$ cat config.mk
export PLATFORM = sky130hd
export DESIGN_NAME = icache
export DESIGN_NICKNAME = d
export VERILOG_FILES = /design/src/rtl/cpu_types_pkg.sv /design/src/rtl/icache.sv
export SDC_FILE = /design/constraint.sdc
export NUM_CORES = 1
export LEC_CHECK = 0
export CAP_MARGIN = 25
export CORE_ASPECT_RATIO = 1.75
export CORE_UTILIZATION = 60
export DETAILED_ROUTE_END_ITERATION = 10
export MAX_ROUTING_LAYER = met4
export PLACE_DENSITY = 0.82
export RECOVER_POWER = 100
export SYNTH_ARGS = -nofsm -noshare
export SYNTH_HDL_FRONTEND = slang
export SYNTH_SLANG_ARGS = --single-unit
$ cat constraint.sdc
create_clock -name CLK -period 10.7 [get_ports CLK]
set_input_delay 1.07 -clock CLK [delete_from_list [all_inputs] [get_ports CLK]]
set_output_delay 1.07 -clock CLK [all_outputs]
set_load 0.05 [all_outputs]
$ cat src/rtl/cpu_types_pkg.sv
// rtl/cpu_types_pkg.sv - shared instruction-cache geometry, address/frame structs and FSM state type
package cpu_types_pkg;

  // 16 direct-mapped frames, one 32-bit word per block
  localparam int ITAG_W  = 26;
  localparam int IIDX_W  = 4;
  localparam int IBYT_W  = 2;
  localparam int IFRAMES = 1 << IIDX_W;

  // Instruction address view: {tag, index, byte offset}
  typedef struct packed {
    logic [ITAG_W-1:0] tag;
    logic [IIDX_W-1:0] idx;
    logic [IBYT_W-1:0] bytoff;
  } icachef_t;

  typedef struct packed {
    logic              valid;
    logic [ITAG_W-1:0] tag;
    logic [31:0]       data;
  } icache_frame_t;

  typedef enum logic {
    IDLE  = 1'b0,
    FETCH = 1'b1
  } icache_state_t;

endpackage

$ cat src/rtl/icache.sv
// rtl/icache.sv - 16-frame direct-mapped read-only instruction cache with single-request refill FSM
//
// Ports:
//   CLK               sole clock, rising edge
//   nRST              asynchronous active-low reset
//   i_dcif_imemREN    datapath instruction read request
//   i_dcif_imemaddr   instruction address (bits 1:0 ignored)
//   o_dcif_ihit       requested word valid this cycle
//   o_dcif_imemload   instruction word (0 when not hitting)
//   o_cif_iREN        memory read request (high only while refilling)
//   o_cif_iaddr       memory read address (latched miss address, else 0)
//   i_cif_iwait       memory busy; data valid when low
//   i_cif_iload       memory read data
module icache
  import cpu_types_pkg::*;
(
  input  logic        CLK,
  input  logic        nRST,
  input  logic        i_dcif_imemREN,
  input  logic [31:0] i_dcif_imemaddr,
  output logic        o_dcif_ihit,
  output logic [31:0] o_dcif_imemload,
  output logic        o_cif_iREN,
  output logic [31:0] o_cif_iaddr,
  input  logic        i_cif_iwait,
  input  logic [31:0] i_cif_iload
);

  icache_state_t     r_state;
  icachef_t          r_miss;
  logic [IFRAMES-1:0] r_valid;
  logic [ITAG_W-1:0] r_tag  [IFRAMES];
  logic [31:0]       r_data [IFRAMES];

  icachef_t      w_req;
  icache_frame_t w_frame;
  logic          w_hit;
  logic          w_fill;

  // Byte offset is cleared up front so the latched miss address is word aligned
  assign w_req   = icachef_t'(i_dcif_imemaddr & ~32'h3);
  assign w_frame = '{valid: r_valid[w_req.idx], tag: r_tag[w_req.idx], data: r_data[w_req.idx]};
  assign w_hit   = i_dcif_imemREN & w_frame.valid & (w_frame.tag == w_req.tag);

  // The memory word returns on the cycle iwait drops while refilling
  assign w_fill  = (r_state == FETCH) & ~i_cif_iwait;

  assign o_dcif_ihit     = w_hit & (r_state == IDLE);
  assign o_dcif_imemload = w_hit ? w_frame.data : 32'h0;
  assign o_cif_iREN      = (r_state == FETCH);
  assign o_cif_iaddr     = (r_state == FETCH) ? r_miss : 32'h0;

  always_ff @(posedge CLK or negedge nRST) begin
    if (!nRST) begin
      r_state <= IDLE;
      r_miss  <= '0;
      r_valid <= '0;
    end else begin
      case (r_state)
        IDLE: begin
          if (i_dcif_imemREN && !w_hit) begin
            r_state <= FETCH;
            r_miss  <= w_req;
          end
        end
        FETCH: begin
          // Request changes during a refill are ignored; the fill always completes
          if (!i_cif_iwait) begin
            r_state              <= IDLE;
            r_valid[r_miss.idx]  <= 1'b1;
          end
        end
        default: r_state <= IDLE;
      endcase
    end
  end

  // Tag/data storage needs no reset; the valid bits guard it. A reset forces
  // r_state to IDLE asynchronously, so an abandoned refill never writes here.
  always_ff @(posedge CLK) begin
    if (w_fill) begin
      r_tag[r_miss.idx]  <= r_miss.tag;
      r_data[r_miss.idx] <= i_cif_iload;
    end
  end

endmodule

Figure 1. Clock wiring as the flow saved it (run 1).
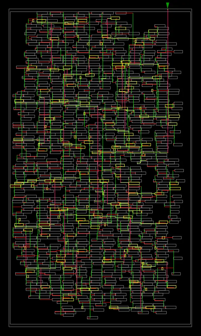
Clock Power: 3.04 mW
seq_cells: 975
Max Clock Skew: 0.02626 ns
Clock Latency Late Sink: 0.63 ns
clkbuf count: 106

Figure 2. Close-up of the layout (run 1).
Window x 134 to 154, y 241 to 261 microns. Cells in gray, sequential cells in the stronger gray; small squares are vias.
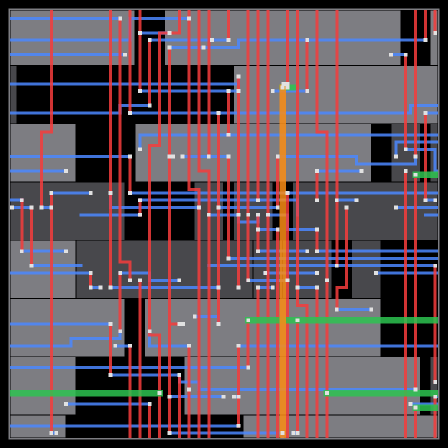
red -> met2
orange -> met4
green -> met3
blue -> met1
sequential cells in the window = 6
cells with their middle in the window = 15
most frequent = edfxtp_1 (6), mux4_2 (3)
netlist names of flops here include = `r_tag` (6)

Figure 3. Wires at chosen ports, followed through buffers (run 1).
Drawn at 1.5 px/micron.
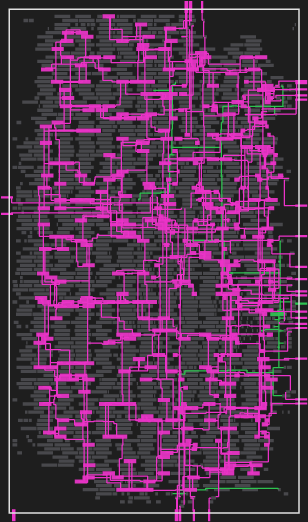
green -> `o_cif_iREN`  # bits 1, direction output, end cells 1, buffers 2, wire 786 microns
magenta -> `i_dcif_imemaddr`  # bits 32, direction input, end cells 419, buffers 38, wire 10,900 microns
I/O Buffers: 129
I/O Pins: 134

Figure 4. Metal layers overlaid (run 1).
Drawn at 2 px/micron. Only two layers are drawn.
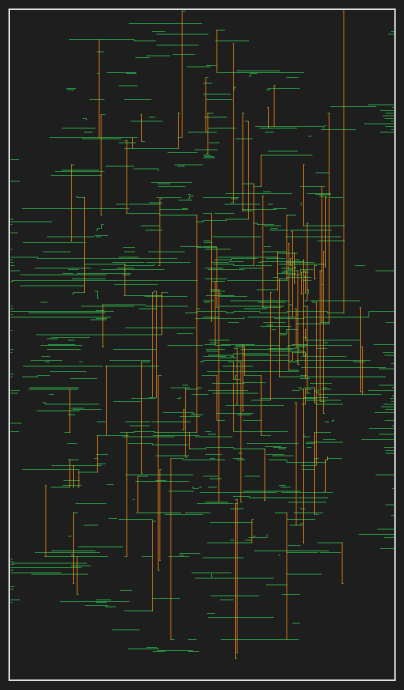
orange -> met4  # wire length 3,820 microns
green -> met3  # wire length 6,970 microns
via count: 18,410
Total GRT Usage: 29.69%
WL/cell: 32.90 microns
Routed WL: 88,970 microns

==> run summary, run 1 <==
Global Route met1 Usage -> 37.08%
Die footprint -> 64,320 sq um
Buf/Inv on CP -> 3
Failing checks -> capacitance limit, slew limit
Reg2Reg Depth -> 4
Layout Cells excl Fill -> 2,704
Status -> finished, violations left
Dpl cell area -> 40,370 sq um
Met2 Track Usage GR -> 48.65%
Net Sw Power -> 1.854 mW
Diodes inserted -> 9
Design area -> 42,690 sq um
First-pass GRT wire length -> 129,200 microns
Yosys top cell by area -> edfxtp_1
Slack of the worst reg-to-reg path -> 4.11 ns
Final max-slew violation count -> 1,001
Setup Fix Bufs, Post-CTS -> 0
Leading cell kind -> flip-flops and latches
Final nets -> 1,904
Sw Share -> 22.43%
Sequential Area -> 29,040 sq um
DRT Pass-1 Iters -> 6
Synth Cell Area -> 37,960 sq um
F_max -> 126.6 MHz
Gate power share -> 7.8%
Simple-Gate Area Share -> 2.501%
Yosys adder share -> 0%
Met3 Usage GRT -> 4.197%
CTS tree -> done
Min-delay src -> r_valid[11]$_DFFE_PN0P_
Comb area -> 8393 sq um
Hold Crit Endpoint -> r_valid[11]$_DFFE_PN0P_
Yosys aoi share -> 1.005%
R2r endpoint -> r_data[15][26]$_DFFE_PP_
DRC -> 0
Bufs w/o clock -> 172
Ranking of synthesized cells by area -> edfxtp_1 (73%), mux4_2 (15%), dfrtp_1 (3.1%), mux2i_1 (1.7%), mux2_4 (1.1%)
Setup TNS -> 0 ns
Routed met3 length -> 6969 microns
Register bank with the most flops -> r_data
Post-synth EDFFs -> 928
Worst Hold Depth -> 1
Fin. Hold Viols -> 0
Vias/cell -> 6.807
Clock Pin Slew Worst Setup and Hold Paths -> 0.07 ns
Post-synth ARST share -> 4.821%
Final hold slack -> 0.4656 ns
CP Cell Sequence -> buf_8, buf_12, mux4_1, mux4_2, xnor2_1, o311ai_0, nor4_2, a311oi_1, clkbuf_1, mux2_1
Relative slew slack -> -179.9%
Most used logic cell in the final layout -> edfxtp_1
Max reg flops -> 512
Total CTS buffers -> 80
Layout clock area frac -> 6.281%
Clk pwr share -> 36.8%
Worst-path maximum fanout -> 87
CP endpoint kind -> flip-flop
Tool Warnings -> 31
Non-clock inverter count -> 5
Largest regs -> r_data: 512 flops, r_tag: 416 flops, r_miss: 30 flops
Initial antenna violation count -> 10
Dominant kind of combinational cell -> multiplexers
XORs/XNORs by Area -> 0.6921%
Average cell area after synthesis -> 22.73 sq um
Sequential area share after synthesis -> 76.50%
# setup viols final -> 0
# Cells Yosys -> 1,670
Final ANT Viol Nets -> 0
Max Cap Viol -> 33
Share of layout cells above drive strength 1 -> 22.20%
Crit path largest cell delay -> 2.38 ns
Clock Sinks -> 975
Grt ovf -> 0
CP Depth -> 10
Non-clk buf share -> 3.587%
Met2 wire length -> 46,660 microns
1st-iter DRT viols -> 2,199
Power Internal -> 6.413 mW
Pwr Density -> 193.6 nW/um^2
CP required -> 11.19 ns
Uppermost layer routed -> met4
Yosys warnings -> 0
-- run 1: stage by stage --
| stage | total power, mW | worst slack, ns |
|---|---|---|
| 6_report | 8.267 | 2.798 |
| 5_1_grt | 8.470 | 2.642 |
| 4_1_cts | 8.323 | 3.293 |
| 3_5_place_dp | 5.327 | 3.439 |
| 3_3_place_gp | 5.279 | 2.874 |
| 2_1_floorplan | 5.031 | 4.693 |
-- run 1: power by group through the flow --
stage          registers (mW)  logic (mW)  clock network, mW
6_report                 4.57       0.648               3.04
3_3_place_gp             4.62       0.663                  0
3_5_place_dp             4.64       0.684                  0
5_1_grt                  4.59       0.682               3.20
2_1_floorplan            4.58       0.447                  0
4_1_cts                  4.56       0.694               3.07
Figure 5. The metal 2 layer (run 1).
Drawn at 1.5 px/micron.
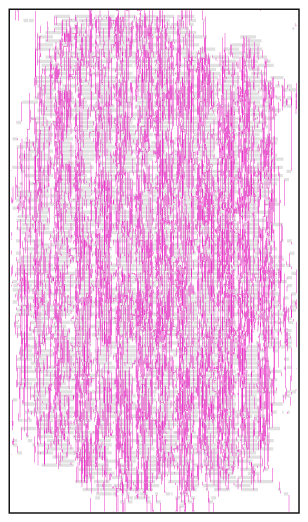

==> run 1 -> run 2 <==
Clock period 10.7 ns to 8.1 ns, I/O delays scaled along.
Figure 6. The metal 2 layer (run 2).
Drawn at 1.5 px/micron.
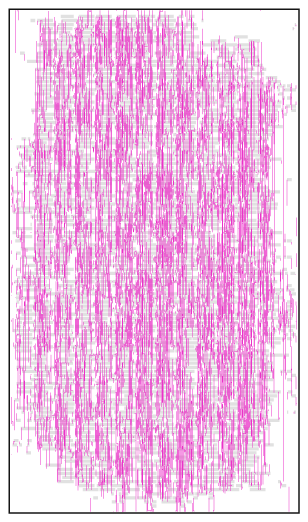
share of all routed wire = 54%
longest straight run = 149 microns
wire length on this layer = 49.1 mm
via count: 18,470
Routed WL: 91,430 microns

==> run summary, run 2 <==
Sequential Area -> 29,040 sq um (unchanged)
Reg2Reg Depth -> 6 (+2)
Largest regs -> r_data: 512 flops, r_tag: 416 flops, r_miss: 30 flops
Bufs w/o clock -> 171 (-0.58%)
Initial antenna violation count -> 6 (-4)
Power Sequential -> 6.05 mW (+32%)
Ranking of synthesized cells by area -> edfxtp_1 (73%), mux4_2 (15%), dfrtp_1 (3.1%), mux2i_1 (1.7%), mux2_4 (1.1%)
Leading cell kind -> flip-flops and latches
Non-clock inverter count -> 5 (unchanged)
Simple-Gate Area Share -> 2.501% (unchanged)
1st-iter DRT viols -> 2,075 (-5.6%)
Final max-slew violation count -> 1,044 (+4.3%)
Clk pwr share -> 37.4% (+0.6 points)
Status -> finished, violations left
Gate power share -> 7.8% (about the same)
Share of layout cells above drive strength 1 -> 22.88% (+0.68 points)
Worst Hold Depth -> 1 (unchanged)
Clkbuf count -> 105 (-0.94%)
Buf/Inv on CP -> 2 (-1)
Yosys warnings -> 0 (unchanged)
Net Sw Power -> 2.475 mW (+33%)
Non-clk buf share -> 3.585% (about the same)
Place WS -> 1.640 ns (-1.799 ns)
Met3 Usage GRT -> 5.222% (+1.0 points)
Final hold slack -> 0.4643 ns (-0.001364 ns)
XORs/XNORs by Area -> 0.6921% (unchanged)
Yosys adder share -> 0% (unchanged)
I/O Pins -> 134 (unchanged)
Met2 Track Usage GR -> 51.03% (+2.4 points)
Worst-path maximum fanout -> 47 (-46%)
Vias/cell -> 6.821 (+0.19%)
CP Cell Sequence -> clkbuf_1, and2_0, nand2_1, nor2_1, clkbuf_1, or2_2
Die footprint -> 64,320 sq um (unchanged)
Setup TNS -> 0 ns (unchanged)
Worst Slack Setup Final -> 0.9855 ns (-1.813 ns)
F_max -> 140.6 MHz
Pwr Density -> 257.8 nW/um^2 (+33%)
DRC -> 0 (unchanged)
Clock Sinks -> 975 (unchanged)
Failing checks -> capacitance limit, slew limit
Synth Cell Area -> 37,960 sq um (unchanged)
Max Cap Viol -> 33 (unchanged)
Yosys top cell by area -> edfxtp_1
Post-synth ARST share -> 4.821% (unchanged)
Global Route met1 Usage -> 36.63% (-0.45 points)
Average cell area after synthesis -> 22.73 sq um (unchanged)
Power Internal -> 8.565 mW (+34%)
Tot Pwr -> 11.04 mW (+34%)
Grt ovf -> 0 (unchanged)
# Cells Yosys -> 1,670 (unchanged)
Post-synth EDFFs -> 928 (unchanged)
# setup viols final -> 0 (unchanged)
CP required -> 8.64 ns (-2.55 ns)
Dpl cell area -> 40,280 sq um (-0.23%)
Clock Pin Slew Worst Setup and Hold Paths -> 0.07 ns (about the same)
Met2 wire length -> 49,080 microns (+5.2%)
Routed met3 length -> 7071 microns (+1.5%)
Dominant kind of combinational cell -> multiplexers
Seq_cells -> 975 (unchanged)
Most used logic cell in the final layout -> edfxtp_1
I/O Buffers -> 129 (unchanged)
Sw Share -> 22.42% (about the same)
Crit path largest cell delay -> 3.10 ns (+0.72 ns)
Layout clock area frac -> 6.550% (+0.27 points)
Clock Power -> 4.13 mW (+36%)
Yosys aoi share -> 1.005% (unchanged)
Final ANT Viol Nets -> 0 (unchanged)
Sequential area share after synthesis -> 76.50% (unchanged)
Final nets -> 1,904 (unchanged)
Figure 7. Metal layers overlaid (run 2).
Drawn at 2 px/micron. Only two layers are drawn.
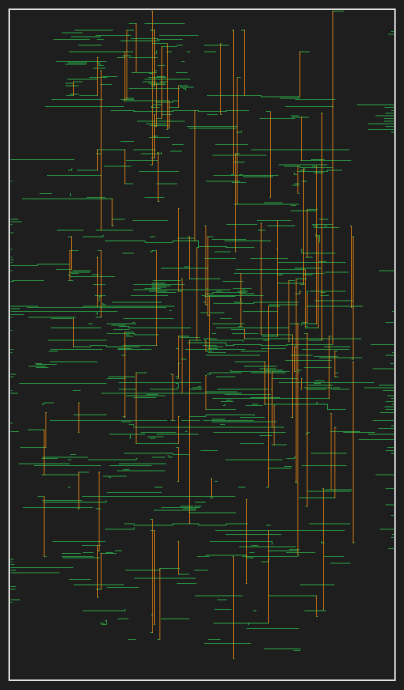
green -> met3  # wire length 7,070 microns
orange -> met4  # wire length 3,710 microns
Total GRT Usage: 30.45%
WL/cell: 33.76 microns

==> run 2: cell counts after synthesis <==
No cell type changed its count.
==> run 2: worst paths after layout <==
kind	start	to	slack (ns)
worst min register to register	r_valid[6]$_DFFE_PN0P_	r_valid[6]$_DFFE_PN0P_	0.46
worst max-delay path	o_cif_iREN$_DFF_PN0_	r_valid[6]$_DFFE_PN0P_	0.99
max in group asynchronous	nRST	r_valid[1]$_DFFE_PN0P_	4.91
min in group asynchronous	nRST	r_miss[16]$_DFFE_PN0P_	1.35
worst max register to register	o_cif_iREN$_DFF_PN0_	r_valid[6]$_DFFE_PN0P_	0.99
worst min-delay path	r_valid[6]$_DFFE_PN0P_	r_valid[6]$_DFFE_PN0P_	0.46
Figure 8. Close-up of the layout (run 2).
Window x 134 to 154, y 241 to 261 microns. Cells in gray, sequential cells in the stronger gray; small squares are vias.
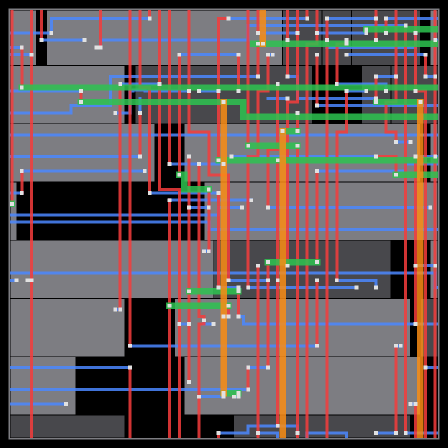

==> run 2 -> run 3 <==
Settings changed: CORE_UTILIZATION 60 to 45, PLACE_DENSITY 0.82 to 0.66.
Figure 9. Close-up of the layout (run 3).
Window x 156 to 176, y 280 to 300 microns. Cells in gray, sequential cells in the stronger gray; small squares are vias.
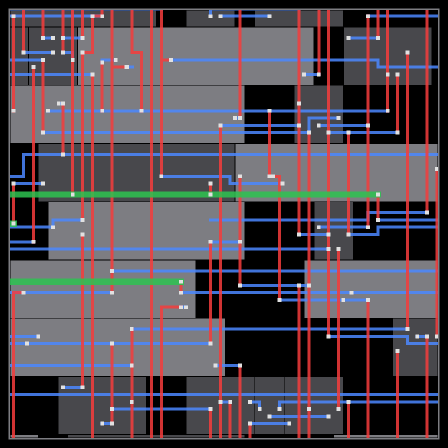
red -> met2
blue -> met1
green -> met3
cells with their middle in the window = 16
sequential cells in the window = 7
netlist names of flops here include = `r_tag` (6), `r_miss` (1)
most frequent = edfxtp_1 (6), mux2_1 (2)

Figure 10. The metal 2 layer (run 3).
Drawn at 1 px/micron.
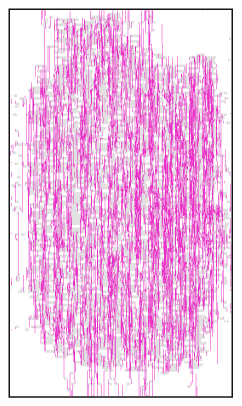
wire length on this layer = 46.0 mm
nets with wire on the layer = 1,748
share of all routed wire = 53%
longest straight run = 113 microns
Routed WL: 87,310 microns
via count: 17,590
met2 Track Usage GR: 36.86%

==> run summary, run 3 <==
Hold-fix buffers at CTS -> 0
Clock Power -> 4.01 mW (-3%)
Pwr Density -> 252.3 nW/um^2 (-2.1%)
Worst-path maximum fanout -> 35 (-26%)
Synth Cell Area -> 37,960 sq um (unchanged)
Core area -> 83,380 sq um
HPWL after detailed placement -> 47,020 microns
Final max-slew violation count -> 1,007 (-3.5%)
Net Sw Power -> 2.483 mW (+0.33%)
Vias/cell -> 5.880 (-14%)
I/O Buffers -> 129 (unchanged)
Yosys warnings -> 0 (unchanged)
Clock Pin Slew Worst Setup and Hold Paths -> 0.07 ns (about the same)
Grt ovf -> 0 (unchanged)
Clk pwr share -> 36.8% (-0.6 points)
# Cells Yosys -> 1,670 (unchanged)
Total GRT Usage -> 21.43% (-9.0 points)
Sequential Area -> 29,040 sq um (unchanged)
Crit. Startpoint -> o_cif_iREN$_DFF_PN0_
Die footprint -> 85,580 sq um (+33%)
Post-synth ARST share -> 4.821% (unchanged)
Global Route met1 Usage -> 25.89% (-11 points)
Met2 wire length -> 45,950 microns (-6.4%)
Final ANT Viol Nets -> 0 (unchanged)
Min-delay src -> r_valid[13]$_DFFE_PN0P_
Worst Hold Depth -> 1 (unchanged)
Final nets -> 1,916 (+0.63%)
Reg2Reg Launch Point -> o_cif_iREN$_DFF_PN0_
Yosys top cell by area -> edfxtp_1
CP required -> 8.27 ns (-0.37 ns)
Tot Pwr -> 10.89 mW (-1.4%)
Power Sequential -> 6.04 mW (about the same)
# setup viols final -> 0 (unchanged)
Clock Sinks -> 975 (unchanged)
Met3 Usage GRT -> 3.171% (-2.1 points)
Status -> finished, violations left
Dominant kind of combinational cell -> multiplexers
Setup Fix Bufs, Post-CTS -> 0
Share of layout cells above drive strength 1 -> 23.27% (+0.38 points)
Yosys adder share -> 0% (unchanged)
Sequential area share after synthesis -> 76.50% (unchanged)
Bufs on Longest Clock Path -> 3
Yosys aoi share -> 1.005% (unchanged)
Average cell area after synthesis -> 22.73 sq um (unchanged)
Power Internal -> 8.406 mW (-1.9%)
Failing checks -> capacitance limit, slew limit
Sw Share -> 22.80% (+0.39 points)
Critical path arrival -> 6.93 ns
F_max -> 148.1 MHz (+5.4%)
CTS tree -> done
Syn Inst Count -> 1,670
R2r endpoint -> r_tag[15][12]$_DFFE_PP_
Multiplexer share -> 18.07%
Most used logic cell in the final layout -> edfxtp_1
Post-synth EDFFs -> 928 (unchanged)
Layout Cells excl Fill -> 2,991
Routed met3 length -> 5042 microns (-29%)
Hold Crit Endpoint -> r_valid[13]$_DFFE_PN0P_
DRC -> 0 (unchanged)
Tool Warnings -> 28
Largest regs -> r_data: 512 flops, r_tag: 416 flops, r_miss: 30 flops
Most Used Layer, Global Route -> met2
Max Cap Viol -> 32 (-3.0%)
Reg2Reg Depth -> 5 (-1)
I/O Pins -> 134 (unchanged)
WL/cell -> 29.19 microns (-14%)
Slack of the worst reg-to-reg path -> 1.35 ns (+0.36 ns)
1st-iter DRT viols -> 1,660 (-20%)
Initial antenna violation count -> 13 (+7)
XORs/XNORs by Area -> 0.6921% (unchanged)
Setup TNS -> 0 ns (unchanged)
Simple-Gate Area Share -> 2.501% (unchanged)
CP endpoint -> r_tag[15][12]$_DFFE_PP_
Post-route minimum period -> 6.752 ns
Ranking of synthesized cells by area -> edfxtp_1 (73%), mux4_2 (15%), dfrtp_1 (3.1%), mux2i_1 (1.7%), mux2_4 (1.1%)
Gate power share -> 7.8% (about the same)
run 3: cell counts after synthesis:
No cell type changed its count.
run 3: per-stage QoR:
stage,hold WS (ns),worst slack [ns],cell area [sq um]
floorplan,0.4337,2.093,37970
global placement,0.4458,1.853,40650
detailed placement,0.4498,1.887,40650
CTS,0.3402,1.873,43380
global route,0.4875,0.9370,43150
finish,0.4645,1.348,43160
run 3: critical path: stages, from the launching register on:
cell      delay [ns]
dfrtp_1         1.38
and2_0          0.31
nand2_1         0.23
nor2_4          0.15
clkbuf_1        1.91
clkbuf_1        2.25
run 3: final cells by class:
cell class,instances,area share [%]
inverter,5,0.04929
sequential,975,67.30
multi-input combinational,602,19.49
tap,1065,3.088
antenna,9,0.05219
timing repair buffer,179,3.702
clock inverter,52,1.110
clock buffer,104,5.216
Power is estimated from default activity; no workload was simulated.
